[config.mk]
export PLATFORM = sky130hd
export DESIGN_NAME = mip_seq_ctrl_flat
export DESIGN_NICKNAME = d
export VERILOG_FILES = /design/src/rtl/mip_pkg.sv /design/src/rtl/mip_seq_ctrl_if.sv /design/src/rtl/mip_watchdog.sv /design/src/rtl/mip_seq_ctrl.sv /design/src/flat_wrapper.sv
export SDC_FILE = /design/constraint.sdc
export NUM_CORES = 1
export LEC_CHECK = 0
export CAP_MARGIN = 20
export CORE_ASPECT_RATIO = 1.4
export CORE_MARGIN = 2
export CORE_UTILIZATION = 60
export DETAILED_ROUTE_END_ITERATION = 12
export PLACE_DENSITY = 0.91
export SKIP_CTS_REPAIR_TIMING = 1
export SYNTH_ARGS = -nofsm -noshare
export SYNTH_HDL_FRONTEND = slang
export SYNTH_SLANG_ARGS = --single-unit
[constraint.sdc]
create_clock -name clk -period 4.3 [get_ports clk]
set_input_delay 1.075 -clock clk [delete_from_list [all_inputs] [get_ports clk]]
set_output_delay 1.075 -clock clk [all_outputs]
set_load 0.02 [all_outputs]
[src/rtl/mip_pkg.sv]
// Shared encodings for the morphological image pipeline sequencer:
// one-hot FSM states, per-pass filter op codes and LED bit positions.
package mip_pkg;

  typedef enum logic [6:0] {
    StIdle   = 7'b000_0001,
    StRom    = 7'b000_0010,
    StFstart = 7'b000_0100,
    StFwait  = 7'b000_1000,
    StRam    = 7'b001_0000,
    StVga    = 7'b010_0000,
    StFault  = 7'b100_0000
  } state_e;

  localparam logic [1:0] OP_BYP = 2'b00;
  localparam logic [1:0] OP_ERO = 2'b01;
  localparam logic [1:0] OP_DIL = 2'b10;

  localparam int unsigned LED_RST = 0;
  localparam int unsigned LED_PLL = 1;
  localparam int unsigned LED_ROM = 2;
  localparam int unsigned LED_ERO = 3;
  localparam int unsigned LED_DIL = 4;
  localparam int unsigned LED_RAM = 5;
  localparam int unsigned LED_VGA = 6;
  localparam int unsigned LED_ERR = 7;

endpackage

[src/rtl/mip_seq_ctrl_if.sv]
// Start/done handshake between the sequencer (master) and the active
// morphological filter (slave), including the per-pass op enables.
interface mip_seq_ctrl_if;

  logic filt_start;
  logic filt_done;
  logic erosion_en;
  logic dilation_en;

  modport master (
    output filt_start,
    output erosion_en,
    output dilation_en,
    input  filt_done
  );

  modport slave (
    input  filt_start,
    input  erosion_en,
    input  dilation_en,
    output filt_done
  );

endinterface

[src/rtl/mip_watchdog.sv]
// Saturating cycle counter for the filter-wait watchdog; tc flags the last
// allowed cycle while counting is enabled.
module mip_watchdog #(
  parameter int unsigned TMO_W   = 24,
  parameter int unsigned TMO_CYC = 10_000_000
) (
  input  logic clk,
  input  logic rst,
  input  logic clr,
  input  logic en,
  output logic tc
);

  localparam logic [TMO_W-1:0] TcVal = TMO_W'(TMO_CYC - 1);

  logic [TMO_W-1:0] cnt_q;

  always_ff @(posedge clk or posedge rst) begin
    if (rst) begin
      cnt_q <= '0;
    end else if (clr) begin
      cnt_q <= '0;
    end else if (en && !tc) begin
      cnt_q <= cnt_q + TMO_W'(1);
    end
  end

  assign tc = en && (cnt_q == TcVal);

endmodule

[src/rtl/mip_seq_ctrl.sv]
// Frame sequencer: ROM read, up to MAX_PASS erosion/dilation/bypass passes,
// RAM write and VGA display, with watchdog fault and PLL-loss recovery.
module mip_seq_ctrl
  import mip_pkg::*;
#(
  parameter int unsigned MAX_PASS = 4,
  parameter int unsigned PASS_W   = 2,
  parameter int unsigned TMO_W    = 24,
  parameter int unsigned TMO_CYC  = 10_000_000
) (
  input  logic                  clk,
  input  logic                  rst,
  input  logic                  pll_lock,
  input  logic [PASS_W:0]       num_pass,
  input  logic [2*MAX_PASS-1:0] op_cfg,
  input  logic                  restart,
  mip_seq_ctrl_if.master        filt,
  output logic                  rom_flag,
  output logic [PASS_W-1:0]     pass_idx,
  output logic                  ram_flag,
  output logic                  vga_flag,
  output logic                  busy,
  output logic                  err,
  output logic [7:0]            led_status
);

  localparam logic [PASS_W:0] MaxCnt = (PASS_W+1)'(MAX_PASS);
  localparam logic [PASS_W:0] CntOne = (PASS_W+1)'(1);

  state_e                state_q;
  logic [PASS_W:0]       cnt_q;
  logic [2*MAX_PASS-1:0] op_q;
  logic [PASS_W-1:0]     idx_q;
  logic                  filt_start_q, ero_q, dil_q;
  logic                  rom_q, ram_q, vga_q, busy_q, err_q;

  logic [PASS_W:0] num_clamped;
  logic [PASS_W:0] cnt_m1;
  logic [1:0]      op_cur;
  logic            last;
  logic            wd_tc;

  assign num_clamped = (num_pass > MaxCnt) ? MaxCnt : num_pass;
  assign cnt_m1      = cnt_q - CntOne;
  assign last        = ({1'b0, idx_q} == cnt_m1);

  always_comb begin
    op_cur = OP_BYP;
    for (int k = 0; k < MAX_PASS; k++) begin
      if (idx_q == PASS_W'(k)) op_cur = op_q[2*k +: 2];
    end
  end

  mip_watchdog #(
    .TMO_W   (TMO_W),
    .TMO_CYC (TMO_CYC)
  ) u_watchdog (
    .clk (clk),
    .rst (rst),
    .clr (state_q == StFstart),
    .en  (state_q == StFwait),
    .tc  (wd_tc)
  );

  always_ff @(posedge clk or posedge rst) begin
    if (rst) begin
      state_q      <= StIdle;
      cnt_q        <= '0;
      op_q         <= '0;
      idx_q        <= '0;
      filt_start_q <= 1'b0;
      ero_q        <= 1'b0;
      dil_q        <= 1'b0;
      rom_q        <= 1'b0;
      ram_q        <= 1'b0;
      vga_q        <= 1'b0;
      busy_q       <= 1'b0;
      err_q        <= 1'b0;
    end else if (!pll_lock && (state_q != StIdle)) begin
      // Losing the PLL abandons the frame from any state.
      state_q      <= StIdle;
      idx_q        <= '0;
      filt_start_q <= 1'b0;
      ero_q        <= 1'b0;
      dil_q        <= 1'b0;
      rom_q        <= 1'b0;
      ram_q        <= 1'b0;
      vga_q        <= 1'b0;
      busy_q       <= 1'b0;
      err_q        <= 1'b0;
    end else begin
      filt_start_q <= 1'b0;
      unique case (state_q)
        StIdle: begin
          if (pll_lock) begin
            state_q <= StRom;
            busy_q  <= 1'b1;
          end
        end
        StRom: begin
          rom_q   <= 1'b1;
          cnt_q   <= num_clamped;
          op_q    <= op_cfg;
          idx_q   <= '0;
          state_q <= StFstart;
        end
        StFstart: begin
          // An empty frame still spends one decode cycle here, which keeps
          // ram_flag at a fixed offset from rom_flag.
          if (cnt_q == '0) begin
            state_q <= StRam;
          end else if ((op_cur == OP_ERO) || (op_cur == OP_DIL)) begin
            filt_start_q <= 1'b1;
            ero_q        <= (op_cur == OP_ERO);
            dil_q        <= (op_cur == OP_DIL);
            state_q      <= StFwait;
          end else if (last) begin
            state_q <= StRam;
          end else begin
            idx_q <= idx_q + PASS_W'(1);
          end
        end
        StFwait: begin
          if (filt.filt_done) begin
            ero_q <= 1'b0;
            dil_q <= 1'b0;
            if (last) begin
              state_q <= StRam;
            end else begin
              idx_q   <= idx_q + PASS_W'(1);
              state_q <= StFstart;
            end
          end else if (wd_tc) begin
            ero_q   <= 1'b0;
            dil_q   <= 1'b0;
            rom_q   <= 1'b0;
            ram_q   <= 1'b0;
            vga_q   <= 1'b0;
            busy_q  <= 1'b0;
            err_q   <= 1'b1;
            state_q <= StFault;
          end
        end
        StRam: begin
          ram_q   <= 1'b1;
          busy_q  <= 1'b0;
          state_q <= StVga;
        end
        StVga: begin
          vga_q <= 1'b1;
          if (restart) begin
            rom_q   <= 1'b0;
            ram_q   <= 1'b0;
            vga_q   <= 1'b0;
            idx_q   <= '0;
            busy_q  <= 1'b1;
            state_q <= StRom;
          end
        end
        StFault: begin
          if (restart) begin
            err_q   <= 1'b0;
            busy_q  <= pll_lock;
            state_q <= pll_lock ? StRom : StIdle;
          end
        end
        default: state_q <= StIdle;
      endcase
    end
  end

  assign filt.filt_start  = filt_start_q;
  assign filt.erosion_en  = ero_q;
  assign filt.dilation_en = dil_q;
  assign rom_flag         = rom_q;
  assign pass_idx         = idx_q;
  assign ram_flag         = ram_q;
  assign vga_flag         = vga_q;
  assign busy             = busy_q;
  assign err              = err_q;

  always_comb begin
    led_status          = '0;
    led_status[LED_RST] = rst;
    led_status[LED_PLL] = pll_lock;
    led_status[LED_ROM] = rom_q;
    led_status[LED_ERO] = ero_q;
    led_status[LED_DIL] = dil_q;
    led_status[LED_RAM] = ram_q;
    led_status[LED_VGA] = vga_q;
    led_status[LED_ERR] = err_q;
  end

endmodule

[src/flat_wrapper.sv]
// flat-port wrapper written by rule: the top's interface ports become plain ports
module mip_seq_ctrl_flat import mip_pkg::*;
#(
  parameter int unsigned MAX_PASS = 4,
  parameter int unsigned PASS_W   = 2,
  parameter int unsigned TMO_W    = 24,
  parameter int unsigned TMO_CYC  = 10_000_000
)
  (clk, rst, pll_lock, num_pass, op_cfg, restart, rom_flag, pass_idx, ram_flag, vga_flag, busy, err, led_status, filt_filt_start, filt_erosion_en, filt_dilation_en, filt_filt_done);
  mip_seq_ctrl_if filt_i ();
  input  logic clk;
  input  logic rst;
  input  logic pll_lock;
  input  logic [PASS_W:0] num_pass;
  input  logic [2*MAX_PASS-1:0] op_cfg;
  input  logic restart;
  output logic rom_flag;
  output logic [PASS_W-1:0] pass_idx;
  output logic ram_flag;
  output logic vga_flag;
  output logic busy;
  output logic err;
  output logic [7:0] led_status;
  output wire logic [$bits(filt_i.filt_start)-1:0] filt_filt_start;
  output wire logic [$bits(filt_i.erosion_en)-1:0] filt_erosion_en;
  output wire logic [$bits(filt_i.dilation_en)-1:0] filt_dilation_en;
  input wire logic [$bits(filt_i.filt_done)-1:0] filt_filt_done;
  assign filt_filt_start = filt_i.filt_start;
  assign filt_erosion_en = filt_i.erosion_en;
  assign filt_dilation_en = filt_i.dilation_en;
  assign filt_i.filt_done = filt_filt_done;
  mip_seq_ctrl #(.MAX_PASS(MAX_PASS), .PASS_W(PASS_W), .TMO_W(TMO_W), .TMO_CYC(TMO_CYC)) u_core (.clk(clk), .rst(rst), .pll_lock(pll_lock), .num_pass(num_pass), .op_cfg(op_cfg), .restart(restart), .filt(filt_i), .rom_flag(rom_flag), .pass_idx(pass_idx), .ram_flag(ram_flag), .vga_flag(vga_flag), .busy(busy), .err(err), .led_status(led_status));
endmodule
==> impl_metrics.xml <==
<?xml version="1.0" encoding="UTF-8"?>
<metrics>
  <group name="outcome">
    <metric name="status" unit="">complete, no violations</metric>
  </group>
  <group name="worst_setup_path">
    <metric name="path_common_cell" unit="">sky130_fd_sc_hd__clkdlybuf4s50_1</metric>
    <metric name="worst_setup_path_startpoint" unit="">pll_lock</metric>
    <metric name="r2r_slack" unit="ns">1.58</metric>
    <metric name="critical_path_buf_inv_count" unit="">2</metric>
    <metric name="critPathMaxFanout" unit="">11</metric>
    <metric name="setup.worst_path.end_class" unit="">output pin</metric>
  </group>
  <group name="floorplan">
    <metric name="initCoreUtil" unit="">0.6233</metric>
    <metric name="fp.dieH" unit="um">90.62</metric>
  </group>
  <group name="clock_network">
    <metric name="ctsRootBufferMaster" unit="">sky130_fd_sc_hd__clkbuf_8</metric>
    <metric name="cts-htree-levels" unit="">2</metric>
    <metric name="cts.clk_slew.worst_paths" unit="ns">0.08</metric>
    <metric name="clk-insertion-delay-late" unit="ns">0.30</metric>
    <metric name="cts_tree" unit="">yes</metric>
  </group>
  <group name="finish">
    <metric name="layout_cell_share_with_drive_strength_beyond_1" unit="">0.06199</metric>
    <metric name="nFillCells" unit="">395</metric>
    <metric name="final_core_utilization" unit="">0.6968</metric>
  </group>
  <group name="placed_design">
    <metric name="gpl.final_weighted_congestion" unit="">0.8652</metric>
    <metric name="place_inst" unit="">430</metric>
    <metric name="io_buffers" unit="">33</metric>
    <metric name="dp_hpwl" unit="um">5372</metric>
    <metric name="dpl_cell_area" unit="um2">3517</metric>
  </group>
  <group name="logic_synthesis">
    <metric name="synth_area_per_cell" unit="um2">9.161</metric>
    <metric name="yosys_aoi_share" unit="">0.1401</metric>
  </group>
  <group name="final_timing">
    <metric name="worst_hold_slack" unit="ns">0.5149</metric>
    <metric name="worst_setup_margin" unit="ns">0.7978</metric>
    <metric name="setup_viol" unit="">0</metric>
  </group>
  <group name="power">
    <metric name="ir_drop" unit="mV">0.3018</metric>
  </group>
</metrics>
-- registers in the layout, summed over array words and instances, names as in the netlist --
signal / cells
u_core.state_q: 7
u_core.filt.erosion_en: 1
u_core.u_watchdog.cnt_q: 24
u_core.err: 1
u_core.busy: 1
u_core.rom_flag: 1
u_core.filt.filt_start: 1
u_core.filt.dilation_en: 1
u_core.op_q: 8
u_core.pass_idx: 2
u_core.ram_flag: 1
u_core.cnt_q: 3
u_core.vga_flag: 1
-- where the power goes --
part	switching, mW	internal [mW]
Clock	0.154	0.111
Sequential	0.0693	0.566
Combinational	0.283	0.210
Total	0.507	0.887
-- final cells by class --
class | instances | area (um2) | share of cell area
timing repair buffer | 35 | 345.3 | 0.09607
inverter | 10 | 37.54 | 0.01044
multi-input combinational | 267 | 1749 | 0.4866
tap | 66 | 82.58 | 0.02297
sequential | 52 | 1303 | 0.3623
clock inverter | 1 | 5.005 | 0.001392
clock buffer | 6 | 72.57 | 0.02019
-- synthesized netlist by cell type (4+ instances only) --
library cell and count:
sky130_fd_sc_hd__a21o_1 5, sky130_fd_sc_hd__clkbuf_1 7, sky130_fd_sc_hd__or3_1 4, sky130_fd_sc_hd__buf_2 5
sky130_fd_sc_hd__o31ai_1 8, sky130_fd_sc_hd__nand2_1 40, sky130_fd_sc_hd__inv_1 10, sky130_fd_sc_hd__mux2i_1 10
sky130_fd_sc_hd__nor2b_1 4, sky130_fd_sc_hd__xor2_1 4, sky130_fd_sc_hd__nor2_1 22, sky130_fd_sc_hd__nor3_1 9
sky130_fd_sc_hd__and3_1 7, sky130_fd_sc_hd__ha_1 9, sky130_fd_sc_hd__o21ai_0 11, sky130_fd_sc_hd__mux2_1 7
sky130_fd_sc_hd__nand4_1 9, sky130_fd_sc_hd__nand3_1 23, sky130_fd_sc_hd__buf_4 8, sky130_fd_sc_hd__nor4_1 8
sky130_fd_sc_hd__dfrtp_1 51, sky130_fd_sc_hd__a31oi_1 4, sky130_fd_sc_hd__or4_1 7, sky130_fd_sc_hd__nand2b_1 7
sky130_fd_sc_hd__a21oi_1 19
-- metal layers --
metal	GRT usage	part of all wire	vias to the layer above
met1	0.2959	0.37	1351
met3	0.04239	0.046	22
met4	0.1302	0.035	0
met2	0.4705	0.54	102
met5	0	0	-
li1	-	-	1326
-- layout by cell type (no fill, tap or decap), drive strengths merged, types with 5 or more instances in the layout --
cell / count
a21oi: 19
nand2b: 7
dfrtp: 51
nand2: 40
nor4: 9
inv: 10
o31ai: 8
nand3: 24
clkbuf: 6
or4: 7
a21o: 5
mux2i: 10
clkdlybuf4s50: 33
mux2: 10
nand4: 9
nor2: 23
nor3: 10
o21ai: 15
and3: 7
ha: 9
-- cells by family after synthesis --
kind of cell               count (synthesis)
and+or+nand+nor                          163
adders and majority gates                  9
AOI/OAI and AO/OA                         68
xor gates and xnor gates                   7
DFF                                       52
muxes                                     20
buffers and inverters                     32
-- worst max-delay path by stage --
stage,end,slack [ns],depth (start not counted)
4_1_cts,led_status[1],0.81,2
3_5_place_dp,led_status[1],0.81,2
2_1_floorplan,u_core.busy,1.75,6
3_3_place_gp,led_status[1],0.83,2
5_1_grt,led_status[1],0.73,2
6_report,led_status[1],0.80,2
Figure 1. Metal 3.
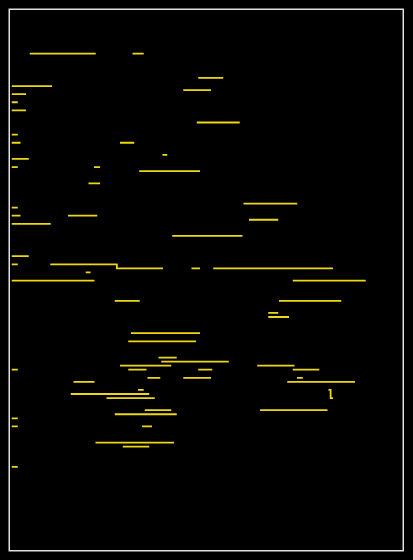
The wires run mostly horizontal. The longest straight run is 19.8 um. 46 nets have wire on it. The layer carries 334 um of wire. The layer holds 4.6% of the routed length.

Figure 2. Selected gate families.
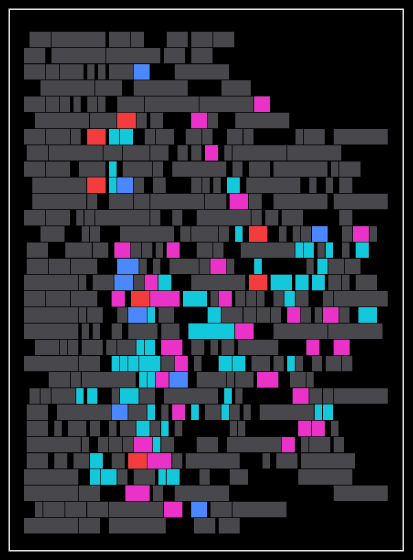
Key: blue = AND-OR and OR-AND gates [cells 9, most used a21o_1]; magenta = AND and OR gates [cells 30]; cyan = NOR gates [cells 50, most used nor2_1]; red = XOR/XNOR gates [cells 7, most used xor2_1]
multi-input logic portion of the cell area: 0.4866
most frequent logic cell in the layout: sky130_fd_sc_hd__dfrtp_1
filler-free cell count of the finished design: 437

Figure 3. Met2 routing.
The bar under the picture is 20 um long.
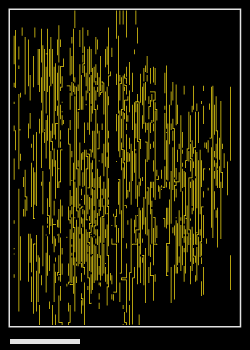
The layer carries 3960 um of wire. The layer holds 54% of the routed length.
vias: 2801
WL final: 7279 um

Power figures rest on the tool's default switching activity, not on a simulated workload.
